**M1 wires**

Bar = 20 um.
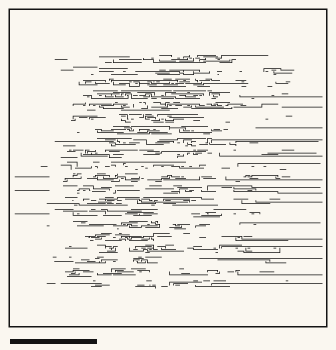
**Metal 2**

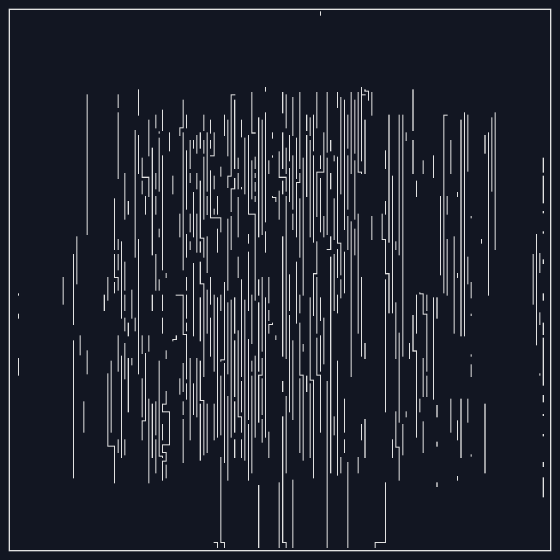
**The metal 3 layer**

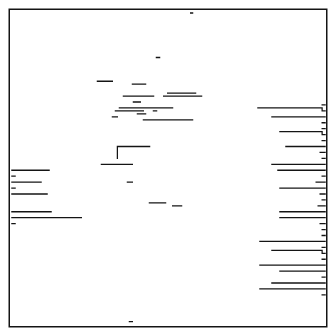
**Nets reached from selected ports**

Bar = 20 um.
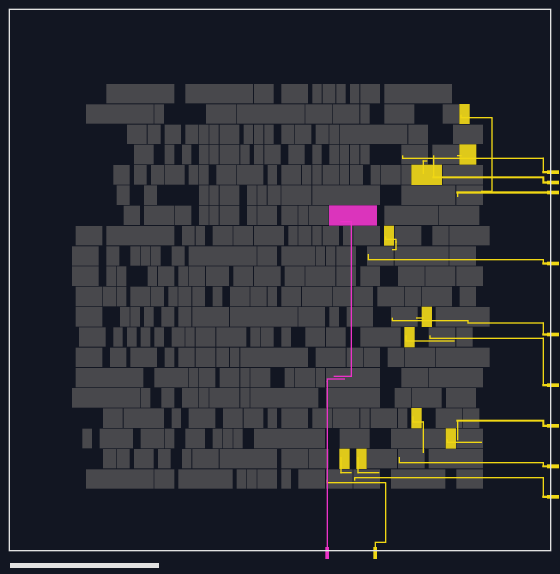
[src/rtl/mem_bus_arbiter_pkg.sv]
// Shared types for the memory bus arbiter: FSM state encoding and bus direction constants.
package mem_bus_arbiter_pkg;

    typedef enum logic [1:0] {
        ST_CPU_OWN = 2'd0,
        ST_DRAIN   = 2'd1,
        ST_GRANT   = 2'd2,
        ST_RELEASE = 2'd3
    } arb_state_e;

    localparam logic RW_WRITE = 1'b1;
    localparam logic RW_READ  = 1'b0;

endpackage

[src/rtl/mem_bus_arbiter_if.sv]
// Bus bundle between the core, the DMA requester, external memory and the arbiter.
interface mem_bus_arbiter_if #(
    parameter int A_WIDTH = 10,
    parameter int LEN_W   = 8
);
    logic               EN;
    logic               CPU_SYNC;
    logic [A_WIDTH-1:0] CPU_ADDR;
    logic               CPU_RW;
    logic               CPU_CE;
    logic               DMA_REQ;
    logic [LEN_W-1:0]   DMA_LEN;
    logic               DMA_STB;
    logic [A_WIDTH-1:0] DMA_ADDR;
    logic               DMA_RW;
    logic               DMA_GNT;
    logic               DMA_RVALID;
    logic               DMA_DONE;
    logic [A_WIDTH-1:0] MEM_ADDR;
    logic               MEM_RW;

    // Requesters and core side
    modport master (
        output EN, CPU_SYNC, CPU_ADDR, CPU_RW, DMA_REQ, DMA_LEN, DMA_STB, DMA_ADDR, DMA_RW,
        input  CPU_CE, DMA_GNT, DMA_RVALID, DMA_DONE, MEM_ADDR, MEM_RW
    );

    // Arbiter side
    modport slave (
        input  EN, CPU_SYNC, CPU_ADDR, CPU_RW, DMA_REQ, DMA_LEN, DMA_STB, DMA_ADDR, DMA_RW,
        output CPU_CE, DMA_GNT, DMA_RVALID, DMA_DONE, MEM_ADDR, MEM_RW
    );

endinterface

[src/rtl/mem_bus_arbiter_counter.sv]
// Loadable down-counter that saturates at zero; used for the burst length and the CPU gap window.
module mem_bus_arbiter_counter #(
    parameter int WIDTH = 8
) (
    input  logic             clk,
    input  logic             rst,
    input  logic             load,
    input  logic             dec,
    input  logic [WIDTH-1:0] load_val,
    output logic [WIDTH-1:0] count
);
    logic [WIDTH-1:0] count_d, count_q;

    always_comb begin
        count_d = count_q;
        if (load) begin
            count_d = load_val;
        end else if (dec && (count_q != '0)) begin
            count_d = count_q - 1'b1;
        end
    end

    always_ff @(posedge clk or posedge rst) begin
        if (rst) begin
            count_q <= '0;
        end else begin
            count_q <= count_d;
        end
    end

    assign count = count_q;

endmodule

[src/rtl/mem_bus_arbiter.sv]
// Shares the external memory bus between the core and one DMA requester. The core is stalled
// only at an instruction boundary; bursts are length-bounded and separated by a CPU window.
module mem_bus_arbiter
    import mem_bus_arbiter_pkg::*;
#(
    parameter int A_WIDTH   = 10,
    parameter int LEN_W     = 8,
    parameter int MAX_BURST = 16,
    parameter int CPU_GAP   = 4
) (
    input  logic             CLK,
    input  logic             ARST,
    mem_bus_arbiter_if.slave bus
);
    localparam int               GAP_W   = $clog2(CPU_GAP + 1);
    localparam logic [LEN_W-1:0] MAX_LEN = LEN_W'(MAX_BURST);
    localparam logic [GAP_W-1:0] GAP_LEN = GAP_W'(CPU_GAP);

    arb_state_e         state_d, state_q;
    logic               rvalid_d, rvalid_q;
    logic               burst_load, burst_dec, gap_load, gap_dec, gap_open;
    logic [LEN_W-1:0]   burst_cnt, burst_init;
    logic [GAP_W-1:0]   gap_cnt;
    logic               cpu_ce, mem_rw;
    logic [A_WIDTH-1:0] mem_addr;

    function automatic logic [LEN_W-1:0] clamp_len(input logic [LEN_W-1:0] len);
        return (len > MAX_LEN) ? MAX_LEN : len;
    endfunction

    assign burst_init = clamp_len(bus.DMA_LEN);
    // The window is satisfied on the enabled cycle that consumes its last count, so exactly
    // CPU_GAP core cycles run between a release and the next drain.
    assign gap_open   = (gap_cnt == '0) || ((gap_cnt == GAP_W'(1)) && bus.EN);

    mem_bus_arbiter_counter #(.WIDTH(LEN_W)) u_burst_cnt (
        .clk(CLK), .rst(ARST), .load(burst_load), .dec(burst_dec),
        .load_val(burst_init), .count(burst_cnt)
    );

    mem_bus_arbiter_counter #(.WIDTH(GAP_W)) u_gap_cnt (
        .clk(CLK), .rst(ARST), .load(gap_load), .dec(gap_dec),
        .load_val(GAP_LEN), .count(gap_cnt)
    );

    always_comb begin
        state_d    = state_q;
        cpu_ce     = bus.EN;
        mem_addr   = bus.CPU_ADDR;
        mem_rw     = bus.CPU_RW;
        burst_load = 1'b0;
        burst_dec  = 1'b0;
        gap_load   = 1'b0;
        gap_dec    = 1'b0;
        rvalid_d   = 1'b0;
        case (state_q)
            ST_CPU_OWN: begin
                gap_dec = bus.EN;
                if (bus.DMA_REQ && bus.EN && gap_open) begin
                    state_d = ST_DRAIN;
                end
            end
            ST_DRAIN: begin
                if (!bus.DMA_REQ) begin
                    state_d = ST_CPU_OWN;
                end else if (bus.CPU_SYNC) begin
                    // Freeze the core in this very cycle so it holds at step 0.
                    cpu_ce     = 1'b0;
                    burst_load = 1'b1;
                    state_d    = ST_GRANT;
                end
            end
            ST_GRANT: begin
                cpu_ce    = 1'b0;
                mem_addr  = bus.DMA_ADDR;
                mem_rw    = (bus.DMA_RW == RW_WRITE) && bus.DMA_STB;
                burst_dec = bus.DMA_STB && (burst_cnt != '0);
                rvalid_d  = bus.DMA_STB && (bus.DMA_RW != RW_WRITE);
                if (!bus.DMA_REQ || (burst_cnt == '0) ||
                    (bus.DMA_STB && (burst_cnt == LEN_W'(1)))) begin
                    state_d = ST_RELEASE;
                end
            end
            ST_RELEASE: begin
                cpu_ce   = 1'b0;
                mem_rw   = RW_READ;
                gap_load = 1'b1;
                state_d  = ST_CPU_OWN;
            end
            default: state_d = ST_CPU_OWN;
        endcase
    end

    always_ff @(posedge CLK or posedge ARST) begin
        if (ARST) begin
            state_q  <= ST_CPU_OWN;
            rvalid_q <= 1'b0;
        end else begin
            state_q  <= state_d;
            rvalid_q <= rvalid_d;
        end
    end

    assign bus.CPU_CE     = cpu_ce;
    assign bus.MEM_ADDR   = mem_addr;
    assign bus.MEM_RW     = mem_rw;
    assign bus.DMA_GNT    = (state_q == ST_GRANT);
    assign bus.DMA_DONE   = (state_q == ST_RELEASE);
    assign bus.DMA_RVALID = rvalid_q;

endmodule

[src/flat_wrapper.sv]
// flat-port wrapper written by rule: the top's interface ports become plain ports
module mem_bus_arbiter_flat import mem_bus_arbiter_pkg::*;
#(
    parameter int A_WIDTH   = 10,
    parameter int LEN_W     = 8,
    parameter int MAX_BURST = 16,
    parameter int CPU_GAP   = 4
)
  (CLK, ARST, bus_EN, bus_CPU_SYNC, bus_CPU_ADDR, bus_CPU_RW, bus_DMA_REQ, bus_DMA_LEN, bus_DMA_STB, bus_DMA_ADDR, bus_DMA_RW, bus_CPU_CE, bus_DMA_GNT, bus_DMA_RVALID, bus_DMA_DONE, bus_MEM_ADDR, bus_MEM_RW);
  mem_bus_arbiter_if #(.A_WIDTH(A_WIDTH), .LEN_W(LEN_W)) bus_i ();
  input  logic CLK;
  input  logic ARST;
  input wire logic [$bits(bus_i.EN)-1:0] bus_EN;
  input wire logic [$bits(bus_i.CPU_SYNC)-1:0] bus_CPU_SYNC;
  input wire logic [$bits(bus_i.CPU_ADDR)-1:0] bus_CPU_ADDR;
  input wire logic [$bits(bus_i.CPU_RW)-1:0] bus_CPU_RW;
  input wire logic [$bits(bus_i.DMA_REQ)-1:0] bus_DMA_REQ;
  input wire logic [$bits(bus_i.DMA_LEN)-1:0] bus_DMA_LEN;
  input wire logic [$bits(bus_i.DMA_STB)-1:0] bus_DMA_STB;
  input wire logic [$bits(bus_i.DMA_ADDR)-1:0] bus_DMA_ADDR;
  input wire logic [$bits(bus_i.DMA_RW)-1:0] bus_DMA_RW;
  output wire logic [$bits(bus_i.CPU_CE)-1:0] bus_CPU_CE;
  output wire logic [$bits(bus_i.DMA_GNT)-1:0] bus_DMA_GNT;
  output wire logic [$bits(bus_i.DMA_RVALID)-1:0] bus_DMA_RVALID;
  output wire logic [$bits(bus_i.DMA_DONE)-1:0] bus_DMA_DONE;
  output wire logic [$bits(bus_i.MEM_ADDR)-1:0] bus_MEM_ADDR;
  output wire logic [$bits(bus_i.MEM_RW)-1:0] bus_MEM_RW;
  assign bus_i.EN = bus_EN;
  assign bus_i.CPU_SYNC = bus_CPU_SYNC;
  assign bus_i.CPU_ADDR = bus_CPU_ADDR;
  assign bus_i.CPU_RW = bus_CPU_RW;
  assign bus_i.DMA_REQ = bus_DMA_REQ;
  assign bus_i.DMA_LEN = bus_DMA_LEN;
  assign bus_i.DMA_STB = bus_DMA_STB;
  assign bus_i.DMA_ADDR = bus_DMA_ADDR;
  assign bus_i.DMA_RW = bus_DMA_RW;
  assign bus_CPU_CE = bus_i.CPU_CE;
  assign bus_DMA_GNT = bus_i.DMA_GNT;
  assign bus_DMA_RVALID = bus_i.DMA_RVALID;
  assign bus_DMA_DONE = bus_i.DMA_DONE;
  assign bus_MEM_ADDR = bus_i.MEM_ADDR;
  assign bus_MEM_RW = bus_i.MEM_RW;
  mem_bus_arbiter #(.A_WIDTH(A_WIDTH), .LEN_W(LEN_W), .MAX_BURST(MAX_BURST), .CPU_GAP(CPU_GAP)) u_core (.CLK(CLK), .ARST(ARST), .bus(bus_i));
endmodule
[config.mk]
export PLATFORM = sky130hd
export DESIGN_NAME = mem_bus_arbiter_flat
export DESIGN_NICKNAME = d
export VERILOG_FILES = /design/src/rtl/mem_bus_arbiter_pkg.sv /design/src/rtl/mem_bus_arbiter_if.sv /design/src/rtl/mem_bus_arbiter_counter.sv /design/src/rtl/mem_bus_arbiter.sv /design/src/flat_wrapper.sv
export SDC_FILE = /design/constraint.sdc
export NUM_CORES = 1
export LEC_CHECK = 0
export ABC_AREA = 1
export CORE_MARGIN = 8
export CORE_UTILIZATION = 38
export CTS_CLUSTER_DIAMETER = 120
export DETAILED_ROUTE_END_ITERATION = 12
export PLACE_DENSITY = 0.73
export SLEW_MARGIN = 20
export SYNTH_ARGS = -nofsm -noshare
export SYNTH_HDL_FRONTEND = slang
export SYNTH_SLANG_ARGS = --single-unit
[constraint.sdc]
create_clock -name CLK -period 1.2 [get_ports CLK]
set_input_delay 0.24 -clock CLK [delete_from_list [all_inputs] [get_ports CLK]]
set_output_delay 0.24 -clock CLK [all_outputs]
set_load 0.05 [all_outputs]
==> impl_metrics.csv <==
group,metric,value,unit
run_status,status,"complete, but fails checks",
run_status,violations,"setup timing",
flow_run,warnings,33,
cells_and_area,final_cell_count_no_fill,342,
timing,slew_viol_final,0,
critical_path,required,960,ps
cells_and_area,num-nets-final,340,
power,clk-power,369,uW
routing,wl_met1,2030,um
critical_path,arrival,1370,ps
critical_path,critPathMaxStageDelay,400,ps
timing,fin_crit,1610,ps
power,powerDensity,2310,nW/um2
synth,async_flop_share,1.00,
cts,numCtsBuffers,3,
power,pwr-share-seq,0.140,
die,dieHeight,72.4,um
synth,syn_area,1210,um2
cells_and_area,clock_buffers,4,
cells_and_area,layout-drive-gt1-share,0.421,
routing,drt-initial-drc-count,81,
synth,synth.avg_cell_area,5.99,um2
cts,cts_htree_levels,1,
die,dieArea,5250,um2
synth,xor_share,0.00724,
synth,most_common_cell,"nand2_1",
synth,compound_area_frac,0.0517,
timing,skew,11.7,ps
global_route,grt_use_total,0.177,
routing,antenna_left,0,
power,swShare,0.488,
synth,ys_top_cells_by_count,"nand2_1, inv_1, nand3_1",
synth,ys_sh_adder,0.0620,
synth,synth.area.mux_share,0,
timing,setup_tns,-6660,ps
cells_and_area,largest_class,"combinational gates",
flow_run,timing.max_cap.violations,0,
power,comb-power,4620,uW
cts,clockBufferDepth,2,
synth,ys_types,21,
power,p_int,2970,uW
global_route,antenna_found_initial,1,
power,p_sw,2830,uW
critical_path,worst_path_max_delay_cell,"dfrtp_2",
global_route,grt_pass1_vias,1654,
routing,drt-pass1-iter-count,6,
critical_path,crit_type,"reg2out",
cells_and_area,seq_area_frac,0.140,
cts,ctsResizeCount,31,
critical_path,startpoint,"u_core.state_q[0]",
critical_path,reg2reg_from,"u_core.u_burst_cnt.count[1]",
cells_and_area,comb_cells,156,
routing,vias_per_cell,4.91,
synth,synth_top_area_share,0.290,
synth,floorplan.nets,244,
timing,finalHoldViolations,0,
synth,postSynthSeqShare,0.290,
synth,synthSimpleGateAreaFrac,0.484,
critical_path,path_depth,5,
critical_path,endpoint,"bus_CPU_CE",
synth,syn_inst,202,
die,rows,20,
die,tap-cell-count,44,
cts,clk_pin_slew_worst_paths,110,ps
synth,flop_cell,"dfrtp_1",
cells_and_area,final_util,0.823,
timing,setup_violations,26,
critical_path,r2r_slack,-210,ps
place,detailed_place_hpwl,3270,um
routing,wl_per_cell,14.3,um
synth,synth_area_leader_cell,"dfrtp_1",
synth,ys_warn_count,0,
place,placed_cell_area,2240,um2
cts,clock_sinks,14,
critical_path,endpoint_kind,"output port",
cts,hold_buffers,0,
die,core-area,3050,um2
timing,tightest_slew,259,ps
cells_and_area,buffers,93,
power,pwr-share-clk,0.064,
synth,synth.area.top_cells,"dfrtp_1, nand2_1, nand3_1, inv_1, ha_1",
cells_and_area,comb_share,0.391,
critical_path,cp_top_family,"buffers and inverters",
cells_and_area,final_area,2510,um2
synth,synth_chip_area,1210,um2
timing,whs,269,ps
routing,dr_wl_met2,2400,um
power,powerSeq,810,uW
timing,max_freq,623,MHz
critical_path,critPathBufInv,4,
global_route,grt_max_degree,15,
power,p_comb_frac,0.797,
cells_and_area,n_antenna_cell,1,
cts,clock.latency.late_pin,300,ps
cts,cts_setup_buffers,7,
cells_and_area,comb_area,983,um2
critical_path,start_kind,"flop",
cts,cts_root_buf,"clkbuf_4",
critical_path,worstPathCellList,"buf_4 -> inv_1 -> o211ai_1 -> inv_1 -> buf_4",
cells_and_area,inv_count,30,
timing,rsz0062_at_grt,"yes",
die,initial_core_util,0.396,
cts,cts_tree,"built",
die,die_width,72.4,um
cells_and_area,lay_top_count,"nand2_1",
cells_and_area,flop_area,352,um2
synth,ys_cells,202,
power,leakage,0.00128,uW
routing,wl_met3,338,um
global_route,grt_first_pass_wirelength,7420,um
timing,setup_ws,-406,ps
cells_and_area,area_growth_syn_to_layout,108,%
synth,edf_count,0,
critical_path,crit_fanout,5,
Notes on 'M1 wires' above:
main direction: horizontal
longest straight run: 28.1 um
share of all routed wire: 41%
nets with wire on the layer: 289
met1 GRT Util: 0.203
total wire length: 4890 um

Notes on 'metal 2' above:
share of all routed wire: 49%
wire length on this layer: 2400 um
longest straight run: 32.3 um
routed via count: 1678
met2 Use GR: 0.300

Notes on 'the metal 3 layer' above:
main direction: horizontal
nets with wire on the layer: 53
longest straight run: 15.9 um
share of all routed wire: 6.9%
wire length on this layer: 338 um
GR Util met3: 0.0468

Notes on 'nets reached from selected ports' above:
| port | colour | bits | direction | edge | end cells | wire |
|---|---|---|---|---|---|---|
| bus_CPU_ADDR | yellow | 10 | input | 9 right, 1 bottom | 10 | 257 um |
| bus_MEM_RW | magenta | 1 | output | bottom | 1 | 49.3 um |
IO buf count: 50
num ports: 51

Power figures rest on the tool's default switching activity, not on a simulated workload.
